`src/rtl/tt_um_seq_divider.sv`:
```
// Sequential 8-bit / 4-bit restoring divider: one quotient bit per enabled clock,
// with a direct divide-by-zero path and a sel-muxed result port.
module tt_um_seq_divider (
  input  logic       clk,
  input  logic       rst_n,
  input  logic       ena,
  input  logic [7:0] ui_in,
  input  logic [7:0] uio_in,
  output logic [7:0] uo_out,
  output logic [7:0] uio_out,
  output logic [7:0] uio_oe
);

  typedef enum logic [1:0] {IDLE, RUN, DONE} state_t;

  state_t     state, state_nxt;
  logic       start, sel;
  logic [3:0] d_in;
  logic       start_q, armed;
  logic [2:0] cnt;
  logic [7:0] n_sh, q_sh, q_r;
  logic [3:0] d_r, p_r, r_r;
  logic       dz_r;
  logic       start_evt, accept;
  logic [4:0] p_ext, p_sub;
  logic       q_bit;
  logic [3:0] p_nxt;
  logic       unused;

  assign d_in   = uio_in[3:0];
  assign start  = uio_in[4];
  assign sel    = uio_in[5];
  assign unused = &{1'b0, uio_in[7:6]};

  // armed blocks a start level that was already high when reset released
  assign start_evt = ena & start & ~start_q & armed;
  assign accept    = start_evt & (state != RUN);

  // One restoring step: shift in next dividend bit, subtract if it fits
  always_comb begin
    p_ext = {p_r, n_sh[7]};
    p_sub = p_ext - {1'b0, d_r};
    q_bit = (p_ext >= {1'b0, d_r});
    p_nxt = q_bit ? p_sub[3:0] : p_ext[3:0];
  end

  always_ff @(posedge clk or negedge rst_n) begin
    if (!rst_n) state <= IDLE;
    else        state <= state_nxt;
  end

  always_comb begin
    state_nxt = state;
    if (ena) begin
      case (state)
        IDLE, DONE: if (accept) state_nxt = (d_in == 4'd0) ? DONE : RUN;
        RUN:        if (cnt == 3'd7) state_nxt = DONE;
        default:    state_nxt = IDLE;
      endcase
    end
  end

  always_ff @(posedge clk or negedge rst_n) begin
    if (!rst_n) begin
      start_q <= 1'b0;
      armed   <= 1'b0;
      cnt     <= 3'd0;
      n_sh    <= 8'd0;
      q_sh    <= 8'd0;
      d_r     <= 4'd0;
      p_r     <= 4'd0;
      q_r     <= 8'd0;
      r_r     <= 4'd0;
      dz_r    <= 1'b0;
    end else if (ena) begin
      start_q <= start;
      if (!start) armed <= 1'b1;
      if (accept) begin
        n_sh <= ui_in;
        d_r  <= d_in;
        p_r  <= 4'd0;
        q_sh <= 8'd0;
        cnt  <= 3'd0;
        if (d_in == 4'd0) begin
          q_r  <= 8'hFF;
          r_r  <= 4'hF;
          dz_r <= 1'b1;
        end
      end else if (state == RUN) begin
        n_sh <= {n_sh[6:0], 1'b0};
        q_sh <= {q_sh[6:0], q_bit};
        p_r  <= p_nxt;
        cnt  <= cnt + 3'd1;
        if (cnt == 3'd7) begin
          q_r  <= {q_sh[6:0], q_bit};
          r_r  <= p_nxt;
          dz_r <= 1'b0;
        end
      end
    end
  end

  assign uo_out  = sel ? {dz_r, 3'b000, r_r} : q_r;
  assign uio_out = {state == DONE, state == RUN, 6'b000000};
  assign uio_oe  = 8'b1100_0000;

endmodule

```
`config.mk`:
```
export PLATFORM = sky130hd
export DESIGN_NAME = tt_um_seq_divider
export DESIGN_NICKNAME = d
export VERILOG_FILES = /design/src/rtl/tt_um_seq_divider.sv
export SDC_FILE = /design/constraint.sdc
export NUM_CORES = 1
export LEC_CHECK = 0
export ABC_AREA = 0
export CORE_MARGIN = 2
export CORE_UTILIZATION = 50
export CTS_BUF_LIST = sky130_fd_sc_hd__clkbuf_16
export DETAILED_ROUTE_END_ITERATION = 16
export PLACE_DENSITY_LB_ADDON = 0.15
export SLEW_MARGIN = 5
export SYNTH_ARGS = -nofsm -noshare
export SYNTH_HDL_FRONTEND = slang
export SYNTH_SLANG_ARGS = --single-unit
```
`constraint.sdc`:
```
create_clock -name clk -period 6.32 [get_ports clk]
set_input_delay 1.58 -clock clk [delete_from_list [all_inputs] [get_ports clk]]
set_output_delay 1.58 -clock clk [all_outputs]
set_load 0.05 [all_outputs]
```
==> impl_metrics.py, run 1 <==
# Flow results
metrics = {
    "run_status": {
        "status": "finished, final reports clean",
    },
    "yosys": {
        "synthesis.area_mm2": 0.002337,
        "syn_area_per_cell_um2": 10.03,
        "synthCells": 233,
        "edf_count": 0,
        "yosysWarnings": 0,
    },
    "critical_path": {
        "path_delay_family": "buffers and inverters",
        "crit_buf_inv": 2,
        "arrival_ps": 3310,
        "worstPathRequired_ps": 4740,
        "r2r-end": "r_r[0]",
        "crit_fanout": 13,
        "r2r-start": "state[0]",
        "path_depth": 4,
        "crit_path_start_kind": "input pin",
    },
    "finish": {
        "signal_buffers": 27,
        "finalInstanceArea_mm2": 0.002708,
        "most-common-layout-cells": "dfrtp_1, clkdlybuf4s50_1, nand2_1, inv_1, mux2i_1",
        "drive_gt1_frac": 0.07115,
    },
    "clock_tree": {
        "cts_made_buffers": 5,
        "cts.repair.resized": 0,
        "clock_path_buffers": 2,
    },
    "power_and_ir_drop": {
        "leakagePower_nw": 1.192,
        "internal-power_w": 0.0008264,
        "total_power_w": 0.001385,
        "swShare": 0.4034,
        "p_comb_frac": 0.469,
    },
    "floorplanning": {
        "std_cell_rows": 24,
        "die_w_um": 72.37,
        "initCoreUtil": 0.5295,
        "ioPinCount": 43,
    },
    "global_route": {
        "grtUsageTotal": 0.1844,
        "grt_pass1_vias": 1529,
        "grt_pass1_wl_um": 7403,
        "grt_max_degree": 44,
    },
    "routing": {
        "top_layer_used": "met4",
    },
    "final_timing": {
        "max_freq_mhz": 204.6,
    },
    "hold_path": {
        "hold_depth": 1,
    },
    "flow_run": {
        "maxCapViolations": 0,
    },
}
run 1: power groups by stage:
stage          registers [W]  clock network (W)  logic (W)
2_1_floorplan       0.000431                  0   0.000525
3_3_place_gp        0.000448                  0   0.000636
3_5_place_dp        0.000451                  0   0.000645
4_1_cts             0.000447           0.000297   0.000651
5_1_grt             0.000458           0.000304   0.000724
6_report            0.000447           0.000288   0.000650
run 1: state kept, by name, summed over array words and instances (netlist names):
signal,count
n_sh,8
q_r,8
q_sh,7
d_r,4
p_r,4
r_r,4
cnt,3
state,2
armed,1
dz_r,1
start_q,1
run 1: cells in the mapped netlist (all sizes together), types with 4 or more instances:
| library cell | n | area share |
|---|---|---|
| dfrtp | 43 | 0.46 |
| buf | 21 | 0.066 |
| nor2 | 14 | 0.022 |
| ha | 6 | 0.032 |
| nor3 | 4 | 0.0086 |
| clkbuf | 6 | 0.0096 |
| mux2i | 15 | 0.064 |
| inv | 15 | 0.024 |
| nand2 | 23 | 0.037 |
| o21ai | 24 | 0.051 |
| a21oi | 5 | 0.016 |
| a22o | 11 | 0.041 |
| o32a | 4 | 0.017 |
run 1: worst register-to-register path, stage by stage (launching register included):
cell and delay (ps):
dfrtp_1 430, and3b_1 410, nor2_2 950, a21oi_4 240, o32a_1 260
run 1: logic make-up (layout without fill, tap and decap cells):
logic type      count (synthesis)  count (layout)  synth area share
xor+xnor                        1               1          0.003748
compound gates                 63              63            0.1970
other cells                     2              14          0.003213
simple gates                   58              58            0.1215
mux                            17              17           0.07387
flops                          43              43            0.4604
fa+ha+maj                       7               7           0.04068
buf+inv                        42              50           0.09957
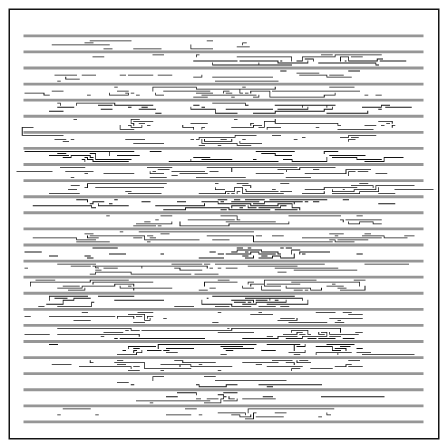
**Above:** run 1 (met1 routing).
Supply wires on this layer in grey.
- share of all routed wire: 48%
- wire length on this layer: 2,130 µm
- main direction: horizontal
- longest straight run: 19.3 µm
met1 Use GR: 0.2600
Routed WL: 4428 µm
Via Count: 1,664

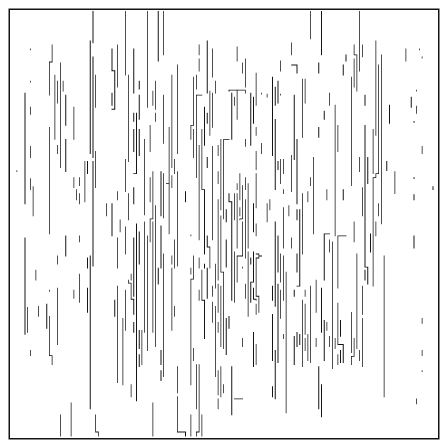
**Above:** run 1 (metal 2).
- share of all routed wire: 47%
- main direction: vertical
- longest straight run: 29.9 µm
- wire length on this layer: 2,100 µm
- nets with wire on the layer: 223

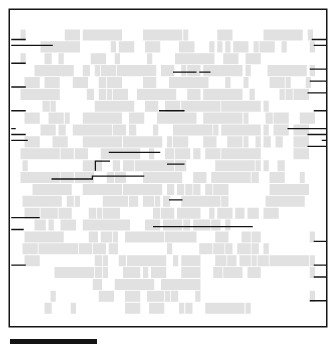
**Above:** run 1 (the metal 3 layer).
Bar = 20 µm. Cells faint in the background.
- share of all routed wire: 3.8%
- main direction: horizontal
- nets with wire on the layer: 29
routing usage on met3: 0.04167

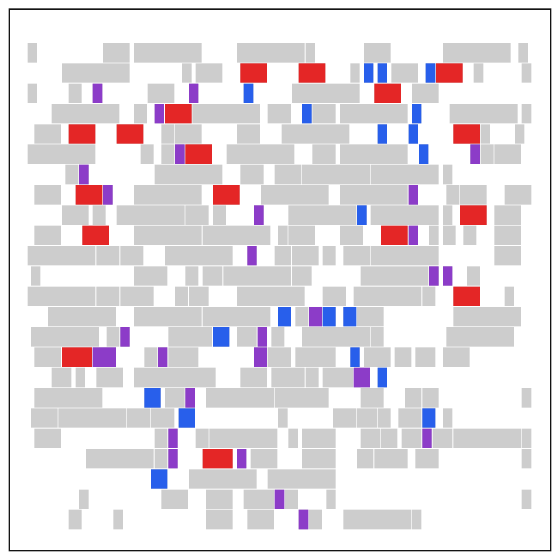
**Above:** run 1 (gate-type map).
- blue: NOR gates (cells 20)
- red: multiplexers (cells 17)
- purple: NAND gates (cells 27)
Comb/total area: 0.3983
Non-Filler Instances: 305
most numerous logic cell after layout: dfrtp_1

==> run 2, diff against run 1 <==
==> constraint.sdc (replaced) <==
create_clock -name clk -period 4.9 [get_ports clk]
set_input_delay 1.225 -clock clk [delete_from_list [all_inputs] [get_ports clk]]
set_output_delay 1.225 -clock clk [all_outputs]
set_load 0.05 [all_outputs]
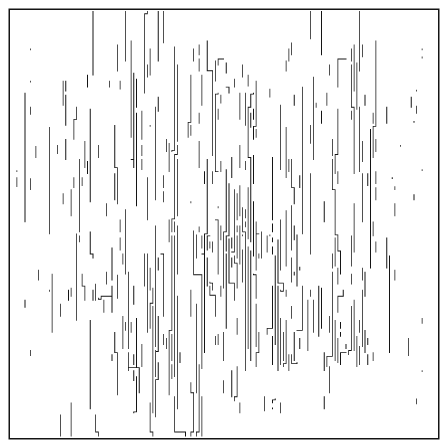
**Above:** run 2 (metal 2).
- longest straight run: 24.8 µm
- nets with wire on the layer: 227
- wire length on this layer: 1,930 µm
Via Count: 1,679
M2 GR Usage: 0.2773
Routed WL: 4381 µm

==> run 2 against run 1 <==
  * First-iteration DRC count down 30%
  * Worst hold slack worse by 6.8 ps
  * Wire length down 1.1%
  * Register-to-register slack worse by 1200 ps
  * Critical path type unchanged
  * Largest power group unchanged
  * Largest cell class unchanged
  * Synthesized cell count unchanged
==> impl_metrics.py, run 2 <==
# Flow results
metrics = {
    "floorplanning": {
        "die_w_um": 72.37,
        "std_cell_rows": 24,
        "initCoreUtil": 0.5295,
    },
    "yosys": {
        "yosysWarnings": 0,
        "xor_area_frac": 0.003747,
        "simple_gate_area_frac": 0.1215,
        "synthTopLogicFamily": "AND-OR/OR-AND gates",
        "top_cell": "dfrtp_1",
        "top_area_cell": "dfrtp_1",
        "syn_area_per_cell_um2": 10.03,
        "synthCells": 233,
        "ys_sh_aoi": 0.1970,
        "edf_count": 0,
        "synthesis.area_mm2": 0.002337,
        "synthMuxAreaShare": 0.07388,
        "top_area_frac": 0.4604,
    },
    "clock_tree": {
        "cts_made_buffers": 5,
        "clock_path_buffers": 2,
    },
    "critical_path": {
        "arrival_ps": 2940,
        "crit_buf_inv": 2,
        "crit_path_start_kind": "input pin",
        "path_delay_family": "buffers and inverters",
        "crit_fanout": 13,
    },
    "power_and_ir_drop": {
        "leakagePower_nw": 1.184,
        "total_power_w": 0.001740,
    },
    "final_timing": {
        "max_freq_mhz": 240.2,
    },
    "finish": {
        "layout_top_cell": "dfrtp_1",
        "drive_gt1_frac": 0.07087,
        "top_regs": "n_sh: 8 flops, q_r: 8 flops, q_sh: 7 flops",
    },
    "flow_run": {
        "maxCapViolations": 0,
    },
    "run_status": {
        "status": "finished, final reports clean",
    },
    "global_route": {
        "grt_max_degree": 44,
        "grt_pass1_vias": 1601,
        "grt_pass1_wl_um": 7465,
        "grtUsageTotal": 0.1857,
    },
}
==> run 2: cell types whose count changed in the layout (fill, tap and decap cells not counted) <==
cell,change
bufinv_16,-1
clkinv_4,-1
buf_4,+1
inv_1,+1
clkinvlp_4,+1
==> run 2: worst register-to-register path: stages, from the launching register on <==
cell	delay [ps]
dfrtp_1	370
inv_1	100
ha_1	280
nand2b_1	200
a2111o_1	580
and3_1	230
o32a_1	280
==> run 2: metal layers <==
layer	wire length (µm)	track usage
met1	2138	0.2643
met2	1931	0.2773
met3	218	0.03333
met4	93	0.08642
met5	0	0
==> run 2: report_power, final <==
| group | total (W) | switching (W) | internal [W] |
|---|---|---|---|
| combinational | 0.000843 | 0.000505 | 0.000338 |
| clock | 0.000323 | 0.000137 | 0.000186 |
| sequential | 0.000575 | 0.0000831 | 0.000492 |
==> run 2: worst paths after layout <==
| check | startpoint | endpoint | slack, ps | depth (start not counted) |
|---|---|---|---|---|
| worst max-delay path | uio_in[5] | uo_out[2] | 740 | 4 |
| worst min-delay path | armed | armed | 470 | 1 |
| max in group asynchronous | rst_n | r_r[1] | 3220 | 1 |
| worst max register to register | n_sh[7] | r_r[2] | 2730 | 6 |
| min in group asynchronous | rst_n | d_r[2] | 1090 | 1 |
| worst min register to register | armed | armed | 470 | 1 |
==> run 2: per-stage QoR <==
stage               utilization  instance area [µm²]  setup WS [ps]  cells  hold WS (ps)
global placement         0.5768                 2546          764.5    298         460.1
finish                   0.6088                 2688          736.7    306         471.6
global route             0.6088                 2688          618.3    306         510.2
detailed placement       0.5768                 2546          732.0    298         462.6
CTS                      0.6088                 2688          733.1    306         475.5
floorplan                     -                 2382           1152    245         441.9
==> run 3, diff against run 2 <==
--- a/config.mk
+++ b/config.mk
@@ -7,7 +7,7 @@
 export LEC_CHECK = 0
 export ABC_AREA = 0
 export CORE_MARGIN = 2
-export CORE_UTILIZATION = 50
+export CORE_UTILIZATION = 47
 export CTS_BUF_LIST = sky130_fd_sc_hd__clkbuf_16
 export DETAILED_ROUTE_END_ITERATION = 16
 export PLACE_DENSITY_LB_ADDON = 0.15
==> constraint.sdc (replaced) <==
create_clock -name clk -period 3.8 [get_ports clk]
set_input_delay 0.95 -clock clk [delete_from_list [all_inputs] [get_ports clk]]
set_output_delay 0.95 -clock clk [all_outputs]
set_load 0.05 [all_outputs]
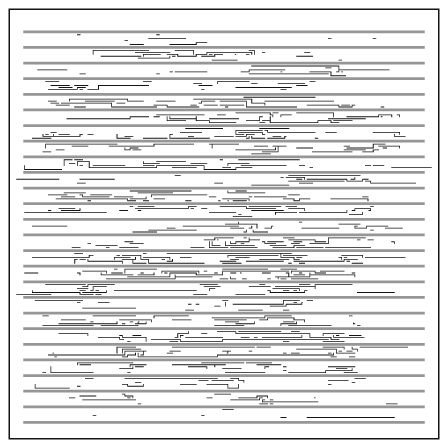
**Above:** run 3 (met1 routing).
Supply wires on this layer in grey.
- nets with wire on the layer: 241
- main direction: horizontal

==> run 3 against run 2 <==
  * Power grew 32%
  * Via count is 1.5% higher
  * Critical path depth is the same
  * Combinational power rose by 28%
  * Sequential share of layout area decreased by 0.42 points
  * Largest power group unchanged
  * Register-to-register slack worse by 1100 ps
  * Worst setup slack improved by 52 ps
==> impl_metrics.py, run 3 <==
# Flow results
metrics = {
    "run_status": {
        "status": "finished, final reports clean",
    },
    "yosys": {
        "top_cell": "dfrtp_1",
        "edf_count": 0,
        "synthCells": 233,
        "synthesis.area_mm2": 0.002337,
        "synth_cell_type_count": 47,
        "topCellsByArea": "dfrtp_1, mux2i_1, buf_4",
        "yosysWarnings": 0,
        "top_area_cell": "dfrtp_1",
        "ys_area_mm2": 0.002337,
        "common_cells": "dfrtp_1, nand2_1, inv_1, mux2i_1",
        "syn_area_per_cell_um2": 10.03,
        "synth-seq-cells": 43,
        "top_area_frac": 0.4604,
        "ys_cells": 233,
    },
    "floorplanning": {
        "core-area_mm2": 0.004755,
        "std_cell_rows": 25,
        "die_w_um": 74.52,
        "ioPinCount": 43,
        "die_y_um": 74.52,
        "initCoreUtil": 0.4916,
    },
    "final_timing": {
        "skew_ps": 4.779,
        "setup-tns-final_ps": 0,
        "rsz0062_at_grt": "false",
        "max_freq_mhz": 332.1,
    },
    "critical_path": {
        "worstPathRequired_ps": 2850,
        "crit_fanout": 13,
        "critPathSlowestCell": "clkdlybuf4s50_1",
        "arrival_ps": 2060,
        "end_kind": "output pin",
        "crit_path_start_kind": "input pin",
        "path_delay_family": "buffers and inverters",
        "crit_buf_inv": 2,
    },
    "power_and_ir_drop": {
        "maxPowerGroup": "combinational logic",
        "internal-power_w": 0.001370,
        "leakagePower_nw": 1.208,
        "p_clk_w": 0.000475,
        "p_comb_frac": 0.470,
        "p_seq_w": 0.000740,
        "comb-power_w": 0.00108,
        "pwr-share-clk": 0.207,
        "total_power_w": 0.002292,
        "p_sw_w": 0.0009218,
        "p_seq_frac": 0.323,
        "swShare": 0.4023,
    },
    "clock_tree": {
        "clock_path_buffers": 2,
        "cts_made_buffers": 5,
        "clk_pin_slew_worst_paths_ps": 60,
        "clk_latency_ps": 280,
        "tritoncts": "yes",
        "cts.repair.resized": 0,
    },
    "finish": {
        "n_fill_cell": 449,
        "final-comb-area_mm2": 0.001079,
        "syn_to_final_growth_pct": 16.22,
        "fin_cells": 322,
        "fin_util": 0.5713,
        "most-common-layout-cells": "dfrtp_1, nand2_1, clkdlybuf4s50_1, inv_1, mux2i_1",
        "layout_top_cell": "dfrtp_1",
        "drive_gt1_frac": 0.1059,
        "top_regs": "n_sh: 8 flops, q_r: 8 flops, q_sh: 7 flops",
        "regArea_mm2": 0.001076,
        "diodes": 0,
    },
    "global_route": {
        "busiest_layer": "met2",
        "grt_pass1_vias": 1568,
        "grtUsageMet2": 0.2684,
        "use_met1": 0.2469,
        "grt_pass1_wl_um": 7355,
        "use_met3": 0.04336,
        "grt_max_degree": 44,
        "grt_remaining_overflow": 0,
        "grtUsageTotal": 0.1724,
    },
    "place": {
        "dp.final_hpwl_um": 3051,
        "gp_congestion": 0.8441,
        "numPortBuffers": 26,
        "place_inst": 314,
    },
    "routing": {
        "via_count": 1704,
        "routed_wl_um": 4348,
        "drc": 0,
    },
    "flow_run": {
        "warning_count": 28,
        "maxCapViolations": 0,
    },
}
[run 3: cell count changes in the layout (fill, tap and decap cells not counted), sizes merged]
| cell | before | now |
|---|---|---|
| clkdlybuf4s50 | 25 | 17 |
| bufinv | 0 | 1 |
| buf | 3 | 12 |
| inv | 16 | 15 |
| clkinvlp | 1 | 0 |
| clkinv | 1 | 2 |
[run 3: cells by family after synthesis]
family                     Yosys count  share of synthesized area
other                                2                   0.003213
muxes                               17                    0.07387
adders and majority gates            7                    0.04068
DFF                                 43                     0.4604
buffers and inverters               42                    0.09957
xor gates and xnor gates             1                   0.003748
and+or+nand+nor                     58                     0.1215
AOI/OAI and AO/OA                   63                     0.1970
[run 3: path summary, 6_finish.rpt]
check / from / end / slack [ps] / cells after the start
min in group asynchronous: rst_n / d_r[3] / 810 / 1
worst max register to register: n_sh[7] / r_r[2] / 1620 / 6
max in group asynchronous: rst_n / state[0] / 2390 / 1
worst min-delay path: armed / armed / 480 / 1
worst min register to register: armed / armed / 480 / 1
worst max-delay path: uio_in[5] / uo_out[1] / 790 / 4
[run 3: metrics by stage]
step	worst slack, ps	hold WS [ps]	cell area [µm²]
CTS	759.8	485.3	2716
global route	633.3	509.6	2716
global placement	709.4	461.1	2552
floorplan	602.3	441.9	2382
finish	789.0	481.4	2716
detailed placement	681.0	472.5	2552
[run 3: layout make-up]
type	count	share of cell area
clock buffer	5	0.04606
clock inverter	3	0.01428
inverter	15	0.02073
multi-input combinational	160	0.3970
sequential	43	0.3961
tap	67	0.03086
timing repair buffer	29	0.09489
[run 3: metal layers]
| metal | vias to the layer above | wire (µm) |
|---|---|---|
| li1 | 841 | - |
| met3 | 5 | 189 |
| met1 | 820 | 2163 |
| met4 | 0 | 36 |
| met2 | 38 | 1958 |
| met5 | - | 0 |
Power is estimated from default activity; no workload was simulated.
